$ cat src/rtl/regfile_writeback_pkg.sv
// rtl/regfile_writeback_pkg.sv - shared widths, constants and helpers for the writeback slice
// Purpose: default address/data widths, the hard-wired zero register address,
//          and the FIFO pointer width helper used by regwb_fifo and the top.
// Ports:   none (package).
package regfile_writeback_pkg;

  localparam int REGWB_AW    = 5;
  localparam int REGWB_DW    = 32;
  localparam int REGWB_NREGS = 32;

  localparam logic [REGWB_AW-1:0] REG_ZERO = '0;

  // Pointer width for a power-of-2 FIFO depth; never narrower than one bit.
  function automatic int ptr_width(input int depth);
    return (depth > 1) ? $clog2(depth) : 1;
  endfunction

endpackage

$ cat src/rtl/regfile_writeback_if.sv
// rtl/regfile_writeback_if.sv - long-latency result handshake into the writeback block
// Purpose: groups the valid/ready result channel from the long-latency unit.
// Ports:   lu_valid (result valid), lu_ready (FIFO can accept),
//          lu_wa (destination register), lu_wd (result data).
//          master = long-latency unit, slave = regfile_writeback.
interface regfile_writeback_if
  import regfile_writeback_pkg::*;
#(
  parameter int AW = REGWB_AW,
  parameter int DW = REGWB_DW
) ();

  logic          lu_valid;
  logic          lu_ready;
  logic [AW-1:0] lu_wa;
  logic [DW-1:0] lu_wd;

  modport master (output lu_valid, lu_wa, lu_wd, input lu_ready);
  modport slave  (input lu_valid, lu_wa, lu_wd, output lu_ready);

endinterface

$ cat src/rtl/regwb_fifo.sv
// rtl/regwb_fifo.sv - small synchronous FIFO buffering long-latency results
// Purpose: DEPTH-entry FIFO (DEPTH a power of 2, >= 2) with wrapping pointers.
// Ports:   clock, reset (async active-low), push_i/wdata_i (write side),
//          pop_i/rdata_o (read side, rdata_o shows the head), count_o
//          (occupancy), full_o, empty_o. Push when full and pop when empty
//          are ignored.
module regwb_fifo
  import regfile_writeback_pkg::*;
#(
  parameter int DEPTH = 4,
  parameter int W     = 37
) (
  input  logic                        clock,
  input  logic                        reset,
  input  logic                        push_i,
  input  logic                        pop_i,
  input  logic [W-1:0]                wdata_i,
  output logic [W-1:0]                rdata_o,
  output logic [ptr_width(DEPTH):0]   count_o,
  output logic                        full_o,
  output logic                        empty_o
);

  localparam int PW = ptr_width(DEPTH);

  logic [W-1:0]  mem_q [DEPTH];
  logic [PW-1:0] wr_ptr_q, wr_ptr_d;
  logic [PW-1:0] rd_ptr_q, rd_ptr_d;
  logic [PW:0]   count_q, count_d;
  logic          do_push, do_pop;

  assign full_o  = (count_q == (PW+1)'(DEPTH));
  assign empty_o = (count_q == '0);
  assign count_o = count_q;
  assign rdata_o = mem_q[rd_ptr_q];

  // Full blocks a push even when a pop frees a slot in the same cycle.
  assign do_push = push_i & ~full_o;
  assign do_pop  = pop_i & ~empty_o;

  always_comb begin
    wr_ptr_d = wr_ptr_q;
    rd_ptr_d = rd_ptr_q;
    count_d  = count_q;
    // Pointers are PW bits wide, so +1 wraps modulo DEPTH.
    if (do_push) wr_ptr_d = wr_ptr_q + 1'b1;
    if (do_pop)  rd_ptr_d = rd_ptr_q + 1'b1;
    if (do_push && !do_pop) count_d = count_q + 1'b1;
    if (!do_push && do_pop) count_d = count_q - 1'b1;
  end

  always_ff @(posedge clock or negedge reset) begin
    if (!reset) begin
      wr_ptr_q <= '0;
      rd_ptr_q <= '0;
      count_q  <= '0;
    end else begin
      wr_ptr_q <= wr_ptr_d;
      rd_ptr_q <= rd_ptr_d;
      count_q  <= count_d;
    end
  end

  always_ff @(posedge clock) begin
    if (do_push) mem_q[wr_ptr_q] <= wdata_i;
  end

endmodule

$ cat src/rtl/regfile_writeback.sv
// rtl/regfile_writeback.sv - register file write port arbiter with long-latency scoreboard
// Purpose: merges ALU writeback (never stalled, highest priority) and buffered
//          long-latency results onto the single register file write port, and
//          tracks outstanding long-latency destinations to raise decode stalls.
// Ports:   clock, reset (async active-low); issue_valid/issue_rd (long-latency
//          issue); alu_wen/alu_wa/alu_wd (pipeline writeback); lu (result
//          handshake, slave modport); chk_raA/chk_raB (decode read addresses);
//          stall; rf_wa/rf_wen/rf_wd (register file write port); pending
//          (scoreboard); fifo_count; wb_err (sticky protocol error).
// Option:  REGWB_EARLY_RELEASE_EN - drop the hazard on the FIFO head register
//          one cycle early when that entry is guaranteed to pop at the next edge.
module regfile_writeback
  import regfile_writeback_pkg::*;
#(
  parameter int DEPTH = 4,
  parameter int DW    = REGWB_DW,
  parameter int AW    = REGWB_AW
) (
  input  logic                      clock,
  input  logic                      reset,
  input  logic                      issue_valid,
  input  logic [AW-1:0]             issue_rd,
  input  logic                      alu_wen,
  input  logic [AW-1:0]             alu_wa,
  input  logic [DW-1:0]             alu_wd,
  regfile_writeback_if.slave        lu,
  input  logic [AW-1:0]             chk_raA,
  input  logic [AW-1:0]             chk_raB,
  output logic                      stall,
  output logic [AW-1:0]             rf_wa,
  output logic                      rf_wen,
  output logic [DW-1:0]             rf_wd,
  output logic [REGWB_NREGS-1:0]    pending,
  output logic [ptr_width(DEPTH):0] fifo_count,
  output logic                      wb_err
);

  logic [AW+DW-1:0]       head;
  logic [AW-1:0]          head_wa;
  logic [DW-1:0]          head_wd;
  logic                   fifo_full, fifo_empty;
  logic                   push, pop, alu_take;

  logic [AW-1:0]          rf_wa_q, rf_wa_d;
  logic                   rf_wen_q, rf_wen_d;
  logic [DW-1:0]          rf_wd_q, rf_wd_d;
  logic [REGWB_NREGS-1:0] pending_q, pending_d;
  logic                   wb_err_q, wb_err_d;
  logic [REGWB_NREGS-1:0] pend_vis;

  assign {head_wa, head_wd} = head;

  assign lu.lu_ready = ~fifo_full;
  assign push        = lu.lu_valid & ~fifo_full;
  // ALU writes to register 0 are dropped and do not block the FIFO.
  assign alu_take    = alu_wen & (alu_wa != AW'(REG_ZERO));
  // Empty comes from registered state, so a fresh push cannot pop in its own cycle.
  assign pop         = ~alu_take & ~fifo_empty;

  regwb_fifo #(.DEPTH(DEPTH), .W(AW + DW)) u_fifo (
    .clock   (clock),
    .reset   (reset),
    .push_i  (push),
    .pop_i   (pop),
    .wdata_i ({lu.lu_wa, lu.lu_wd}),
    .rdata_o (head),
    .count_o (fifo_count),
    .full_o  (fifo_full),
    .empty_o (fifo_empty)
  );

  always_comb begin
    rf_wa_d   = rf_wa_q;
    rf_wd_d   = rf_wd_q;
    rf_wen_d  = 1'b0;
    pending_d = pending_q;
    wb_err_d  = wb_err_q;

    if (alu_take) begin
      rf_wa_d  = alu_wa;
      rf_wd_d  = alu_wd;
      rf_wen_d = 1'b1;
    end else if (pop) begin
      rf_wa_d  = head_wa;
      rf_wd_d  = head_wd;
      rf_wen_d = (head_wa != AW'(REG_ZERO));
    end

    // Clear before set so an issue to the register being retired keeps it pending.
    if (pop) pending_d[head_wa] = 1'b0;
    if (issue_valid && issue_rd != AW'(REG_ZERO)) pending_d[issue_rd] = 1'b1;
    pending_d[0] = 1'b0;

    if ((alu_wen && pending_q[alu_wa]) || (pop && !pending_q[head_wa])) wb_err_d = 1'b1;
  end

  always_ff @(posedge clock or negedge reset) begin
    if (!reset) begin
      rf_wa_q   <= '0;
      rf_wen_q  <= 1'b0;
      rf_wd_q   <= '0;
      pending_q <= '0;
      wb_err_q  <= 1'b0;
    end else begin
      rf_wa_q   <= rf_wa_d;
      rf_wen_q  <= rf_wen_d;
      rf_wd_q   <= rf_wd_d;
      pending_q <= pending_d;
      wb_err_q  <= wb_err_d;
    end
  end

  always_comb begin
    pend_vis = pending_q;
`ifdef REGWB_EARLY_RELEASE_EN
    // The head write lands at the negedge before the dependent read, so its
    // hazard can be released as soon as the pop is certain.
    if (pop && head_wa != AW'(REG_ZERO)) pend_vis[head_wa] = 1'b0;
`else
    pend_vis = pending_q;
`endif
  end

  assign stall   = pend_vis[chk_raA] | pend_vis[chk_raB] | (issue_valid & pend_vis[issue_rd]);
  assign rf_wa   = rf_wa_q;
  assign rf_wen  = rf_wen_q;
  assign rf_wd   = rf_wd_q;
  assign pending = pending_q;
  assign wb_err  = wb_err_q;

endmodule

$ cat src/flat_wrapper.sv
// flat-port wrapper written by rule: the top's interface ports become plain ports
module regfile_writeback_flat import regfile_writeback_pkg::*;
#(
  parameter int DEPTH = 4,
  parameter int DW    = REGWB_DW,
  parameter int AW    = REGWB_AW
)
  (clock, reset, issue_valid, issue_rd, alu_wen, alu_wa, alu_wd, chk_raA, chk_raB, stall, rf_wa, rf_wen, rf_wd, pending, fifo_count, wb_err, lu_lu_valid, lu_lu_wa, lu_lu_wd, lu_lu_ready);
  regfile_writeback_if #(.AW(AW), .DW(DW)) lu_i ();
  input  logic clock;
  input  logic reset;
  input  logic issue_valid;
  input  logic [AW-1:0] issue_rd;
  input  logic alu_wen;
  input  logic [AW-1:0] alu_wa;
  input  logic [DW-1:0] alu_wd;
  input  logic [AW-1:0] chk_raA;
  input  logic [AW-1:0] chk_raB;
  output logic stall;
  output logic [AW-1:0] rf_wa;
  output logic rf_wen;
  output logic [DW-1:0] rf_wd;
  output logic [REGWB_NREGS-1:0] pending;
  output logic [ptr_width(DEPTH):0] fifo_count;
  output logic wb_err;
  input wire logic [$bits(lu_i.lu_valid)-1:0] lu_lu_valid;
  input wire logic [$bits(lu_i.lu_wa)-1:0] lu_lu_wa;
  input wire logic [$bits(lu_i.lu_wd)-1:0] lu_lu_wd;
  output wire logic [$bits(lu_i.lu_ready)-1:0] lu_lu_ready;
  assign lu_i.lu_valid = lu_lu_valid;
  assign lu_i.lu_wa = lu_lu_wa;
  assign lu_i.lu_wd = lu_lu_wd;
  assign lu_lu_ready = lu_i.lu_ready;
  regfile_writeback #(.DEPTH(DEPTH), .DW(DW), .AW(AW)) u_core (.clock(clock), .reset(reset), .issue_valid(issue_valid), .issue_rd(issue_rd), .alu_wen(alu_wen), .alu_wa(alu_wa), .alu_wd(alu_wd), .lu(lu_i), .chk_raA(chk_raA), .chk_raB(chk_raB), .stall(stall), .rf_wa(rf_wa), .rf_wen(rf_wen), .rf_wd(rf_wd), .pending(pending), .fifo_count(fifo_count), .wb_err(wb_err));
endmodule
$ cat config.mk
export PLATFORM = sky130hd
export DESIGN_NAME = regfile_writeback_flat
export DESIGN_NICKNAME = d
export VERILOG_FILES = /design/src/rtl/regfile_writeback_pkg.sv /design/src/rtl/regfile_writeback_if.sv /design/src/rtl/regwb_fifo.sv /design/src/rtl/regfile_writeback.sv /design/src/flat_wrapper.sv
export SDC_FILE = /design/constraint.sdc
export NUM_CORES = 1
export LEC_CHECK = 0
export ABC_AREA = 0
export CORE_UTILIZATION = 48
export DETAILED_ROUTE_END_ITERATION = 8
export GPL_TIMING_DRIVEN = 0
export PLACE_DENSITY = 0.76
export SYNTH_ARGS = -nofsm -noshare
export SYNTH_HDL_FRONTEND = slang
export SYNTH_SLANG_ARGS = --single-unit
export TNS_END_PERCENT = 5
$ cat constraint.sdc
create_clock -name clock -period 2.4 [get_ports clock]
set_input_delay 0.48 -clock clock [delete_from_list [all_inputs] [get_ports clock]]
set_output_delay 0.48 -clock clock [all_outputs]
set_load 0.005 [all_outputs]
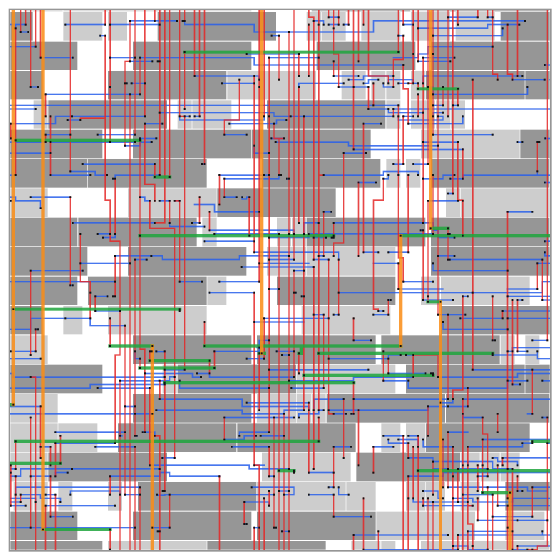
**Above:** run 1 (close-up of the layout).
Region (48, 78) to (98, 128) um. Cells in grey, sequential cells in the stronger grey; small squares are vias.
legend:
  metal 1:
    colour: blue
  metal 2:
    colour: red
  metal 3:
    colour: green
  metal 4:
    colour: orange
most frequent: edfxtp_1 (41), clkbuf_1 (11), nand2_1 (10)
netlist names of flops here include: u_core.u_fifo.mem_q (41), u_core.pending (3), u_core.rf_wd (2)
sequential cells in the window: 46
cells with their middle in the window: 107

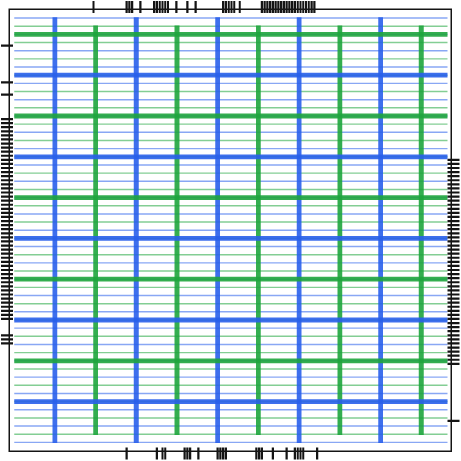
**Above:** run 1 (supply network).
Drawn at 3 px/um. Pins as bars on the die edge.
legend:
  VSS:
    colour: blue
  VDD:
    colour: green
met1 rails: 53
rows: 52
signal pins: 170
Die X: 147 um
worst vdd ir: 0.641 mV
Placeable Area: 20,400 um^2

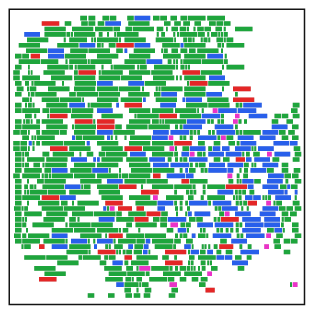
**Above:** run 1 (sizing map).
Drawn at 2 px/um.
legend:
  _3 and _4 cells:
    colour: magenta
    cells: 20
    share: 2.2%
  _0 and _1 cells:
    colour: green
    cells: 695
    share: 78%
  _6 and larger:
    colour: red
    cells: 40
    share: 4.5%
  _2 cells:
    colour: blue
    cells: 138
    share: 15%
cell area after layout: 13,100 um^2
synth-to-layout area growth: 29.7%
worst setup margin: -0.351 ns

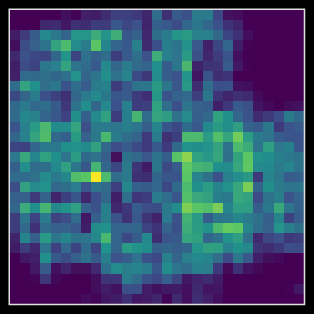
**Above:** run 1 (signal metal coverage by tile).
Drawn at 2 px/um. 29 x 29 tiles, from dark purple (low) to yellow (high), scaled to the fullest tile. Values are wire area over tile area, all layers added.
fullest tile: 0.66
mean over tiles: 0.19
tiles over half the peak: 14%
nearly empty tiles: 14%
emptiest ninth of the die: upper right
final wirelength: 25,000 um
GRT Util Overall: 23.7%

==> notes.md, run 1 <==
fresh numbers from the pnr run: status=complete, but fails checks, failing checks=setup timing, worst setup margin=-0.351 ns, Initial Util=49.3%, Sink Count=225, Via-to-Cell Ratio=5.90, # diodes=0, sequential cell fraction of total power=a little under 40%, pin count of the biggest net entering global routing=approximately 40, layout inverter count without the clock tree=10, Sw Share=between 30% and 40%, fmax=about 0.36 GHz, most used routing layer=met2, Largest Register=u_core.u_fifo.mem_q, CTS resizes=36, drt wl/cell=about 21 um, Largest area class, layout=sequential cells, flip-flops with a built-in enable=around 150, Layout fillers=about 1,500, end of the critical path=stall, Avg Inst Size Synth=14.9 um^2, internal power=10.8 mW, Post-synth seq share=between 60% and 70%, most frequent cells in the layout=156 x clkdlybuf4s50_1, 148 x edfxtp_1, 85 x nand2_1, 69 x mux4_2, 66 x o21ai_0, Crit path depth=5, worst hold stages=3, total combinational power=approximately 6 mW, cell repeated most along the worst path=mux4_2, Clock buffer cells=28, Post-Synth AOI/OAI Area=about 7.0%, footprint of the multi-input gates=roughly 3500 um^2, H-tree depth=1, Post-CTS Setup Inserts=7, CTS tree=yes, Basic Gates by Area=just under 7%, met2 WL=12,200 um, Pleak=4.70 nW, Hold Crit Class=in2reg, max-slew violations=0, most common logic cell in the routed design=clkdlybuf4s50_1, CP bufs+invs=1, comb area leader=multiplexers, DRT Pass-1 Iters=5, Final setup viols=3, total congestion overflow=0, total CTS buffers=23, Area after DPL=approximately 12,000 um^2, post-synthesis xor/xnor area fraction=less than 1%, Worst Setup SP=u_core.pending[7], Async SR Flop Fraction=34.2%, max FFs per register=148, clock power share=22.4%, Hold Path End=u_core.rf_wa[1], reg2reg setup slack=approximately 0.03 ns, Pwr top=registers, DRC=0, post-layout min period=~2.8 ns, Setup crit start kind=flip-flop, cell taking the most area after synthesis=edfxtp_1, syn_nets=roughly 780, Non-clk bufs=roughly 220, Seq/total area=between 40 and 50%, via count=between 6,000 and 7,000, ys flop type=edfxtp_1, remaining antenna violation count=0, fin util=roughly 64%, Clock-cell share=under 10%, CTS Hold Bufs=1, Yosys cell types=43, Non-clock buffering overhead=about 15%, worst skew pair latency=roughly 0.5 ns, wire length on met1=between 10,000 and 15,000 um, Cells after DPL=1,111, IO Count=~170, Hold Path Origin=alu_wa[1], Log Warnings=32, Switch Pwr=between 5 and 6 mW, Seq power=between 6 and 7 mW, critical-path cell list=mux4_2 -> mux4_2 -> mux2i_1 -> nand3_1 -> buf_2, met3 wire length=2180 um, Tot Pwr=15.9 mW, Final Wtd Congestion=around 0.87, Tap Cells=270, mapped cell area=just over 10,000 um^2, worst r2r src=u_core.u_fifo.rd_ptr_q[0], Seq cells=225, Chip Area, Yosys=just over 10,000 um^2
**Run 1: cell outlines without signal wires**

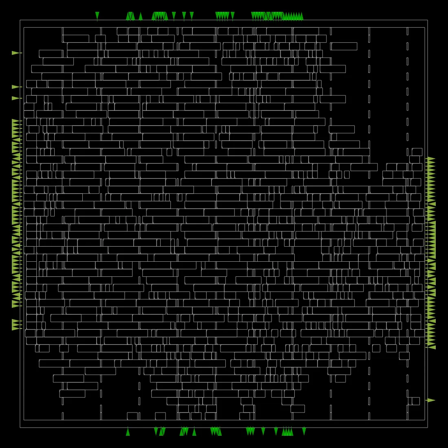

--- run 2 (diff from run 1) ---
--- a/config.mk
+++ b/config.mk
@@ -7,7 +7,9 @@
 export LEC_CHECK = 0
 export ABC_AREA = 0
 export CORE_UTILIZATION = 48
+export CTS_BUF_LIST = sky130_fd_sc_hd__clkbuf_16
 export DETAILED_ROUTE_END_ITERATION = 8
+export GPL_ROUTABILITY_DRIVEN = 0
 export GPL_TIMING_DRIVEN = 0
 export PLACE_DENSITY = 0.76
 export SYNTH_ARGS = -nofsm -noshare
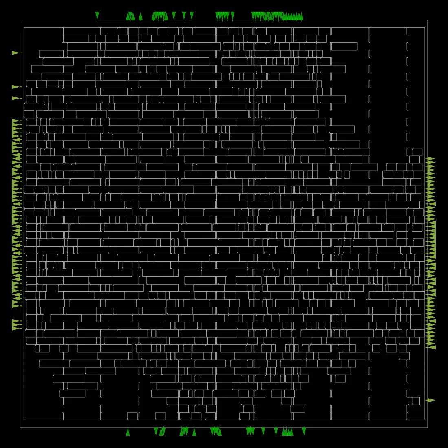
**Above:** run 2 (cell outlines without signal wires).
Layout fillers: 1,481
Seq cells: 225

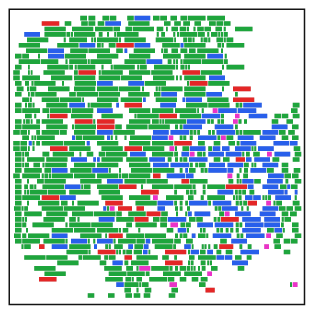
**Above:** run 2 (sizing map).
Drawn at 2 px/um.
legend:
  _0 and _1 cells:
    colour: green
    cells: 696
    share: 78%
  _2 cells:
    colour: blue
    cells: 138
    share: 15%
  _6 and larger:
    colour: red
    cells: 39
    share: 4.4%
  _3 and _4 cells:
    colour: magenta
    cells: 20
    share: 2.2%
cell area after layout: 13,100 um^2
worst setup margin: -0.352 ns
Non-clk bufs: 215
synth-to-layout area growth: 29.6%

==> run 2 against run 1 <==
Against the previous run:
- register-to-register slack barely moved
- combinational power barely moved
- sequential share of layout area barely moved
- flip-flop count did not move
- non-clock buffer count did not move
- total power fell by 0.29%
- global-route usage barely moved
- clock power fell by 1%
- synthesized cell count did not move
- area after synthesis did not move
- via count barely moved
- the run still ends with setup timing left
==> notes.md, run 2 <==
fresh numbers from the pnr run: status=complete, but fails checks, failing checks=setup timing, most common logic cell in the routed design=clkdlybuf4s50_1, Hold Path End=u_core.rf_wa[1], Area after DPL=12,100 um^2 (unchanged), DRT Pass-1 Iters=5 (unchanged), cell repeated most along the worst path=mux4_2, H-tree depth=1 (unchanged), GRT Util Overall=23.7% (about the same), remaining antenna violation count=0 (unchanged), met3 wire length=2100 um (-3.7%), Tap Cells=270 (unchanged), met2 WL=12,200 um (+0.25%), Initial Util=49.3% (unchanged), total CTS buffers=23 (unchanged), worst r2r src=u_core.u_fifo.rd_ptr_q[0], CTS resizes=36 (unchanged), wire length on met1=10,100 um (+0.45%), fin util=63.9% (about the same), Sw Share=32.4% (+0.11 points), mapped cell area=10,100 um^2 (unchanged), Hold Path Origin=alu_wa[1], sequential cell fraction of total power=39.0% (about the same), worst setup margin=-0.352 ns (-0.000740 ns), critical-path cell list=mux4_2 -> mux4_2 -> mux2i_1 -> nand3_1 -> buf_2, Tot Pwr=15.9 mW (-0.29%), Switch Pwr=5.14 mW (about the same), flip-flops with a built-in enable=148 (unchanged), Seq power=6.19 mW (about the same), syn_nets=775 (unchanged), via count=6,871 (+0.058%), Pleak=4.71 nW (+0.23%), Cells after DPL=1,111 (unchanged), drt wl/cell=21.5 um (about the same), Placeable Area=20,400 um^2 (unchanged), Final setup viols=4 (+1), CTS tree=yes, post-synthesis xor/xnor area fraction=0.522% (unchanged), total combinational power=6.14 mW (about the same), Async SR Flop Fraction=34.2% (unchanged), comb area leader=multiplexers, DRC=0 (unchanged)
**Run 2: close-up of the layout**

Region (48, 78) to (98, 128) um. Cells in grey, sequential cells in the stronger grey; small squares are vias.
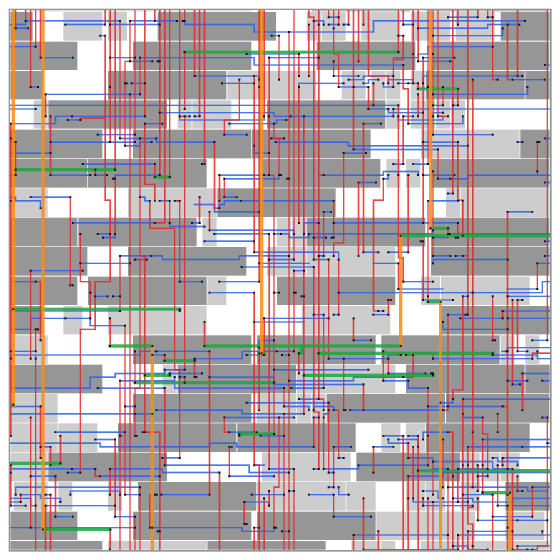

--- run 3 (diff from run 2) ---
--- a/config.mk
+++ b/config.mk
@@ -6,6 +6,7 @@
 export NUM_CORES = 1
 export LEC_CHECK = 0
 export ABC_AREA = 0
+export CORE_ASPECT_RATIO = 1.5
 export CORE_UTILIZATION = 48
 export CTS_BUF_LIST = sky130_fd_sc_hd__clkbuf_16
 export DETAILED_ROUTE_END_ITERATION = 8
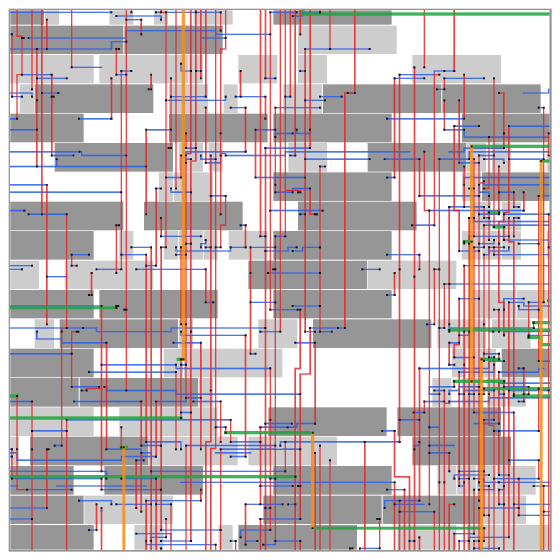
**Above:** run 3 (close-up of the layout).
Region (35, 101) to (85, 151) um. Cells in grey, sequential cells in the stronger grey; small squares are vias.
legend:
  metal 4:
    colour: orange
  metal 1:
    colour: blue
  metal 3:
    colour: green
  metal 2:
    colour: red
netlist names of flops here include: u_core.u_fifo.mem_q (28), u_core.pending (7), u_core.rf_wd (5)
sequential cells in the window: 40
most frequent: edfxtp_1 (28), o21ai_0 (12), dfrtp_1 (11)
cells with their middle in the window: 109

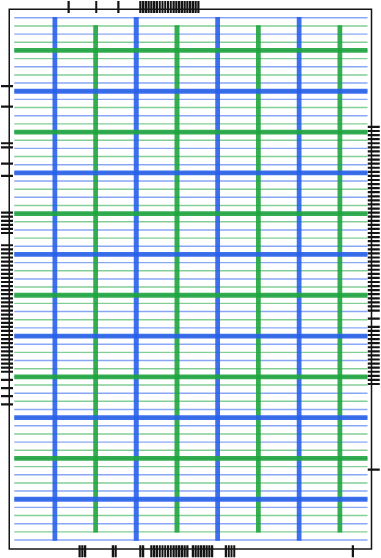
**Above:** run 3 (supply network).
Drawn at 3 px/um. Pins as bars on the die edge.
legend:
  VDD:
    colour: green
  VSS:
    colour: blue
met1 rails: 65
rows: 64
met5 straps: 12
Die X: 120 um
Die Ht: 179 um

==> run 3 against run 2 <==
Against the previous run:
- the run still ends with setup timing left
- synthesized cell count stayed put
- total power decreased by 3.0%
- flip-flop count is the same
- via count decreased by 0.99%
- critical path type unchanged
- critical endpoint unchanged
==> notes.md, run 3 <==
fresh numbers from the pnr run: Hold Path End=u_core.rf_wa[1], DRC=0 (unchanged), mapped cell area=10,100 um^2 (unchanged), GRT Util Overall=24.3% (+0.58 points), worst hold stages=3, sequential cell fraction of total power=40.2% (+1.2 points), most common logic cell in the routed design=clkdlybuf4s50_1, total combinational power=6.09 mW (-0.8%), Non-clk bufs=206 (-4.2%), post-synthesis xor/xnor area fraction=0.522% (unchanged), drt wl/cell=22.4 um (+4.2%), worst vdd ir=about 0.83 mV, Tot Pwr=15.4 mW (-3.0%), Clock buffer cells=21, flip-flops with a built-in enable=148 (unchanged), Pleak=4.63 nW (-1.7%), worst r2r src=u_core.u_fifo.rd_ptr_q[0], met2 WL=13,800 um (+14%), worst setup margin=-0.384 ns (-0.0326 ns), syn_nets=775 (unchanged), Final setup viols=3 (-1), status=complete, but fails checks, synth-to-layout area growth=27.8%, Seq power=6.18 mW (about the same), Tap Cells=264 (-2.2%), DRT Pass-1 Iters=5 (unchanged), Switch Pwr=5.11 mW (-0.64%), yosys stat cell total=675, Sink Count=about 230, CTS tree=yes, Seq cells=225 (unchanged), via count=6,803 (-0.99%), Layout fillers=1,573 (+6.2%), cell repeated most along the worst path=mux4_2, met3 wire length=1820 um (-13%), CTS resizes=33 (-8.3%), Cells after DPL=1,104 (-0.63%), remaining antenna violation count=0 (unchanged), Area after DPL=12,100 um^2 (about the same), failing checks=setup timing, fin util=62.8% (-1.1 points), Hold Path Origin=alu_wa[1], Initial Util=49.1% (-0.17 points), H-tree depth=1 (unchanged), critical-path cell list=mux4_2 -> mux4_2 -> mux2i_1 -> nand3_1 -> buf_2, Async SR Flop Fraction=34.2% (unchanged), first-pass GRT wire length=39,800 um
Power figures rest on the tool's default switching activity, not on a simulated workload.
